==> src/rtl/instruction_fetch_unit_if.sv <==
// ---------------------------------------------------------------------------
// instruction_fetch_unit_if
// Bundles the three buses around the fetch unit:
//   cache side  : pc, instruction, instruction_cache_ready, instruction_cache_stall
//   execute side: branch_taken, branch_target
//   decode side : if_instruction, if_pc, if_valid, id_ready
// master = the fetch unit, slave = the cache/execute/decode environment.
// ---------------------------------------------------------------------------
interface instruction_fetch_unit_if;
    logic [31:0] pc;
    logic [31:0] instruction;
    logic        instruction_cache_ready;
    logic        instruction_cache_stall;
    logic        branch_taken;
    logic [31:0] branch_target;
    logic [31:0] if_instruction;
    logic [31:0] if_pc;
    logic        if_valid;
    logic        id_ready;

    modport master (
        output pc, instruction_cache_stall, if_instruction, if_pc, if_valid,
        input  instruction, instruction_cache_ready, branch_taken, branch_target, id_ready
    );

    modport slave (
        input  pc, instruction_cache_stall, if_instruction, if_pc, if_valid,
        output instruction, instruction_cache_ready, branch_taken, branch_target, id_ready
    );
endinterface

==> src/rtl/instruction_fetch_unit.sv <==
// ---------------------------------------------------------------------------
// instruction_fetch_unit
// Owns the program counter, presents it to the instruction cache and holds it
// until the cache answers. Fetched {pc, instruction} pairs are buffered in a
// 2-entry queue toward decode; the cache is throttled while the queue is full.
// A taken branch reloads the PC and flushes the queue, and wins over every
// other event in that cycle.
// Ports:
//   clk   - single clock, rising edge
//   rst_n - asynchronous active-low reset
//   bus   - instruction_fetch_unit_if.master (cache, execute and decode buses)
// ---------------------------------------------------------------------------
module instruction_fetch_unit #(
    parameter logic [31:0] RESET_PC = 32'h0000_0000
) (
    input  logic                            clk,
    input  logic                            rst_n,
    instruction_fetch_unit_if.master        bus
);
    localparam logic HIGH = 1'b1;
    localparam logic LOW  = 1'b0;

    typedef struct packed {
        logic [31:0] pc;
        logic [31:0] instruction;
    } entry_t;

    entry_t      fifo [2];
    logic        rd_ptr;
    logic        wr_ptr;
    logic [1:0]  count;
    logic [31:0] pc;

    logic stall;
    logic valid;
    logic accept;
    logic pop;

    // Stall comes from registered state only, so the cache never sees a
    // combinational path from any input through this block.
    assign stall  = (count == 2'd2) ? HIGH : LOW;
    assign valid  = (count != 2'd0) ? HIGH : LOW;
    assign accept = bus.instruction_cache_ready && !stall && !bus.branch_taken;
    assign pop    = valid && bus.id_ready && !bus.branch_taken;

    assign bus.pc                      = pc;
    assign bus.instruction_cache_stall = stall;
    assign bus.if_valid                = valid;
    assign bus.if_pc                   = fifo[rd_ptr].pc;
    assign bus.if_instruction          = fifo[rd_ptr].instruction;

    always_ff @(posedge clk or negedge rst_n) begin
        if (!rst_n) begin
            pc     <= RESET_PC;
            count  <= 2'd0;
            rd_ptr <= 1'b0;
            wr_ptr <= 1'b0;
            // NOTE: the queue storage is reset on purpose: IF_PC/IF_INSTRUCTION
            // are driven straight from it and must read zero out of reset.
            fifo[0] <= '0;
            fifo[1] <= '0;
        end else if (bus.branch_taken) begin
            // Redirect discards the cache response and any decode pop.
            pc     <= {bus.branch_target[31:2], 2'b00};
            count  <= 2'd0;
            rd_ptr <= 1'b0;
            wr_ptr <= 1'b0;
        end else begin
            if (accept) begin
                fifo[wr_ptr] <= '{pc: pc, instruction: bus.instruction};
                wr_ptr       <= ~wr_ptr;
                pc           <= pc + 32'd4;  // wraps modulo 2^32
            end
            if (pop) begin
                rd_ptr <= ~rd_ptr;
            end
            // Push and pop together leave the occupancy unchanged.
            case ({accept, pop})
                2'b10:   count <= count + 2'd1;
                2'b01:   count <= count - 2'd1;
                default: count <= count;
            endcase
        end
    end
endmodule
==> src/flat_wrapper.sv <==
// flat-port wrapper written by rule: the top's interface ports become plain ports
module instruction_fetch_unit_flat 
#(
    parameter logic [31:0] RESET_PC = 32'h0000_0000
)
  (clk, rst_n, bus_pc, bus_instruction_cache_stall, bus_if_instruction, bus_if_pc, bus_if_valid, bus_instruction, bus_instruction_cache_ready, bus_branch_taken, bus_branch_target, bus_id_ready);
  instruction_fetch_unit_if bus_i ();
  input  logic clk;
  input  logic rst_n;
  output wire logic [$bits(bus_i.pc)-1:0] bus_pc;
  output wire logic [$bits(bus_i.instruction_cache_stall)-1:0] bus_instruction_cache_stall;
  output wire logic [$bits(bus_i.if_instruction)-1:0] bus_if_instruction;
  output wire logic [$bits(bus_i.if_pc)-1:0] bus_if_pc;
  output wire logic [$bits(bus_i.if_valid)-1:0] bus_if_valid;
  input wire logic [$bits(bus_i.instruction)-1:0] bus_instruction;
  input wire logic [$bits(bus_i.instruction_cache_ready)-1:0] bus_instruction_cache_ready;
  input wire logic [$bits(bus_i.branch_taken)-1:0] bus_branch_taken;
  input wire logic [$bits(bus_i.branch_target)-1:0] bus_branch_target;
  input wire logic [$bits(bus_i.id_ready)-1:0] bus_id_ready;
  assign bus_pc = bus_i.pc;
  assign bus_instruction_cache_stall = bus_i.instruction_cache_stall;
  assign bus_if_instruction = bus_i.if_instruction;
  assign bus_if_pc = bus_i.if_pc;
  assign bus_if_valid = bus_i.if_valid;
  assign bus_i.instruction = bus_instruction;
  assign bus_i.instruction_cache_ready = bus_instruction_cache_ready;
  assign bus_i.branch_taken = bus_branch_taken;
  assign bus_i.branch_target = bus_branch_target;
  assign bus_i.id_ready = bus_id_ready;
  instruction_fetch_unit #(.RESET_PC(RESET_PC)) u_core (.clk(clk), .rst_n(rst_n), .bus(bus_i));
endmodule
==> config.mk <==
export PLATFORM = sky130hd
export DESIGN_NAME = instruction_fetch_unit_flat
export DESIGN_NICKNAME = d
export VERILOG_FILES = /design/src/rtl/instruction_fetch_unit_if.sv /design/src/rtl/instruction_fetch_unit.sv /design/src/flat_wrapper.sv
export SDC_FILE = /design/constraint.sdc
export NUM_CORES = 1
export LEC_CHECK = 0
export ABC_CLOCK_PERIOD_IN_PS = 2700
export CAP_MARGIN = 20
export CORE_UTILIZATION = 30
export CTS_BUF_LIST = sky130_fd_sc_hd__clkbuf_4 sky130_fd_sc_hd__clkbuf_8
export DETAILED_ROUTE_END_ITERATION = 10
export GPL_ROUTABILITY_DRIVEN = 0
export PLACE_DENSITY_LB_ADDON = 0.05
export SYNTH_ARGS = -nofsm -noshare
export SYNTH_HDL_FRONTEND = slang
export SYNTH_SLANG_ARGS = --single-unit
export TNS_END_PERCENT = 30
==> constraint.sdc <==
create_clock -name clk -period 2.7 [get_ports clk]
set_input_delay 0.81 -clock clk [delete_from_list [all_inputs] [get_ports clk]]
set_output_delay 0.81 -clock clk [all_outputs]
set_load 0.01 [all_outputs]
Figure 1. PDN straps and rails.
Scale bar: 50 um. Pins as bars on the die edge. Tap cells in grey.
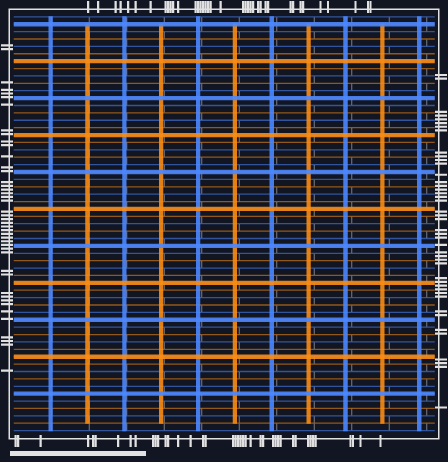
orange -> VDD
blue -> VSS
met1 rails = 57
met4 straps = 11
met5 straps = 11
rows = 56
VDD IR max: 0.252 mV
area of the core: 0.0236 mm^2
die height: 158 um
horizontal die dimension: 158 um

Figure 2. Cell classes on the final placement.
Scale bar: 50 um.
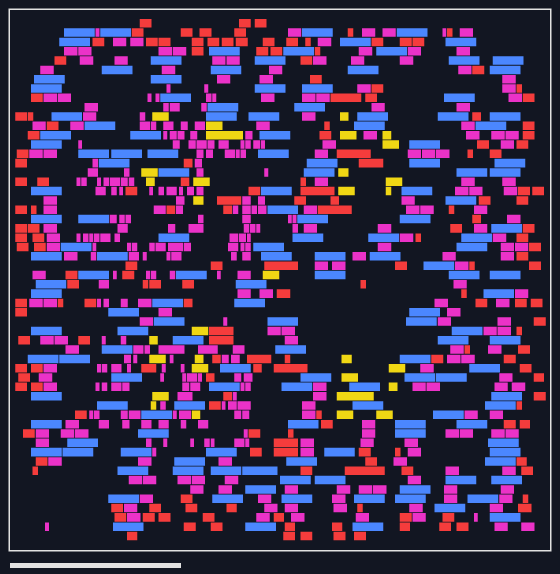
magenta -> all other logic  # cells 367, share of their area 34%
blue -> flip-flops  # cells 158, share of their area 42%
red -> other buffers and delay cells  # cells 186, share of their area 20%
yellow -> clock drivers and dummy loads  # cells 31, share of their area 4.1%

Figure 3. Clock wires, drivers and flops.
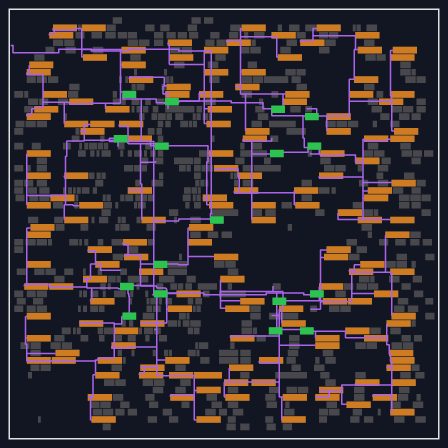
orange -> flip-flops  # count 158
purple -> clock wires  # length 2220 um
green -> cells driving clock nets  # count 17
routed clock nets = 18
flops lie = widely spread

Figure 4. Metal layers overlaid.
Scale bar: 50 um. Two of the layers only.
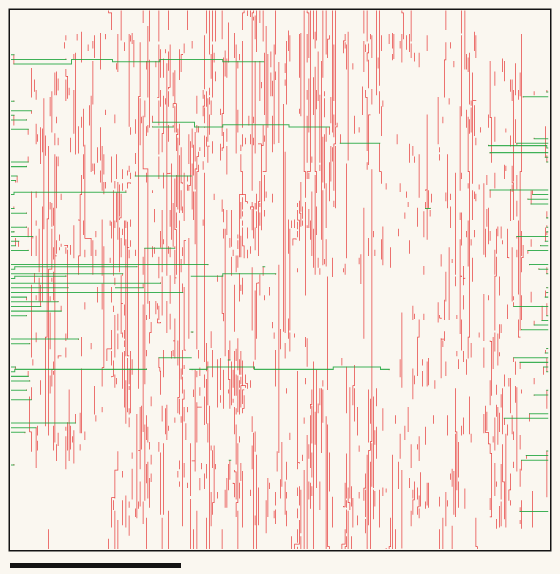
green -> met3  # wire length 1000 um
red -> met2  # wire length 9410 um

Figure 5. Placement view.
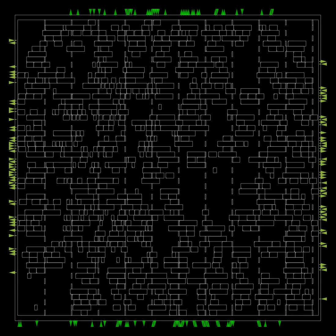
final core utilization: 0.415
fin cells: 1062
total number of sequential cells: 158
floorplan row count: 56
fill cell total of the finished layout: 2256

==> impl_metrics.ini <==
; synthesis and place-and-route metrics
[final_layout]
sh_seq_area = 0.404
final_net_count = 800
antenna_cells = 1
ff_latch_area_mm2 = 0.00396

[setup_path]
worstSetupEndpointType = output port
cp_data_required_time_ns = 1.89
cp-start-kind = flop
r2r_setup_slack_ns = 0.72
worst_path_largest_cell_delay_ns = 0.50
crit_type = reg -> out

[global_route]
use_met3 = 0.0482
grt_busiest_layer = met2
grt_start_max_net_pins = 73

[synth]
synth.ff_latch_count = 158
ys_cells = 554
most_used_flip_flop_cell = dfrtp_1
top_area_cell = dfrtp_1

[clock_network]
cts_num_sinks = 158
ctsHtreeMaxLevel = 4
clkTransAtPathRegs_ns = 0.09
cell_chosen_for_the_clock_root = clkbuf_8
cts-root-to-sink-buffers = 2

[power_and_ir_drop]
p_int_uw = 5010

[timing]
setup_violations_final = 0
worst_hold_slack_across_all_endpoints_ns = 0.249
fin_crit_ns = 2.64

[routing]
route.layer.met1.wl_um = 8810

[floorplanning]
top_level_ports = 167

[worst_hold_path]
hold_class = in -> async

[run_status]
outcome = finished, final reports clean
==> power by group through the flow <==
stage	sequential (uW)	combinational, uW	clock (uW)
floorplan	3270	1160	0
global placement	3320	2110	0
detailed placement	3360	2130	0
CTS	3320	2040	1840
global route	3400	2160	1930
finish	3310	2000	1760
==> sequential cells by signal (all words and copies together) (netlist names) <==
signal and count:
u_core.bus.pc 30, u_core.count 2, u_core.fifo 124, u_core.rd_ptr 1, u_core.wr_ptr 1
==> layout by cell type, fill, tap and decap left out, types with 5 or more instances in the layout <==
master / n
nand4_1: 14
clkinvlp_4: 6
and3_1: 9
clkbuf_8: 17
o21ai_0: 26
buf_12: 7
mux2_2: 186
dlygate4sd2_1: 9
clkdlybuf4s50_1: 95
xor2_1: 17
nand3_1: 9
dfrtp_1: 157
clkbuf_2: 23
xnor2_1: 10
clkdlybuf4s15_1: 26
buf_16: 5
nand2_1: 40
buf_4: 12
nor2_1: 11
==> logic make-up (layout without fill, tap and decap cells) <==
logic type | count (synthesis) | in the layout
muxes | 188 | 188
DFF | 158 | 158
and+or+nand+nor | 107 | 107
AOI/OAI and AO/OA | 37 | 37
buffers and inverters | 35 | 220
xor gates and xnor gates | 27 | 27
adders and majority gates | 1 | 1
other | 1 | 5
==> repair_timing <==
| action | 4_1_cts | 5_1_grt |
|---|---|---|
| setup endpoints to repair | 62 | 54 |
| setup buffers | 1 | 3 |
| gates cloned | 5 | 1 |
| resized | 85 | 72 |
| hold endpoints to repair | 0 | 0 |
==> metrics by stage <==
step	cell area [um^2]	worst slack, ns
floorplan	7270	0.408
global placement	9320	0.0670
detailed placement	9320	0.105
CTS	9830	-0.0112
global route	9800	-0.0283
finish	9800	0.0632
==> critical path, delay by kind of cell, from the launching register on <==
family                 cells  cell delay, ns
buffers and inverters      4            0.61
DFF                        1            0.50
muxes                      1            0.26
Power figures rest on the tool's default switching activity, not on a simulated workload.
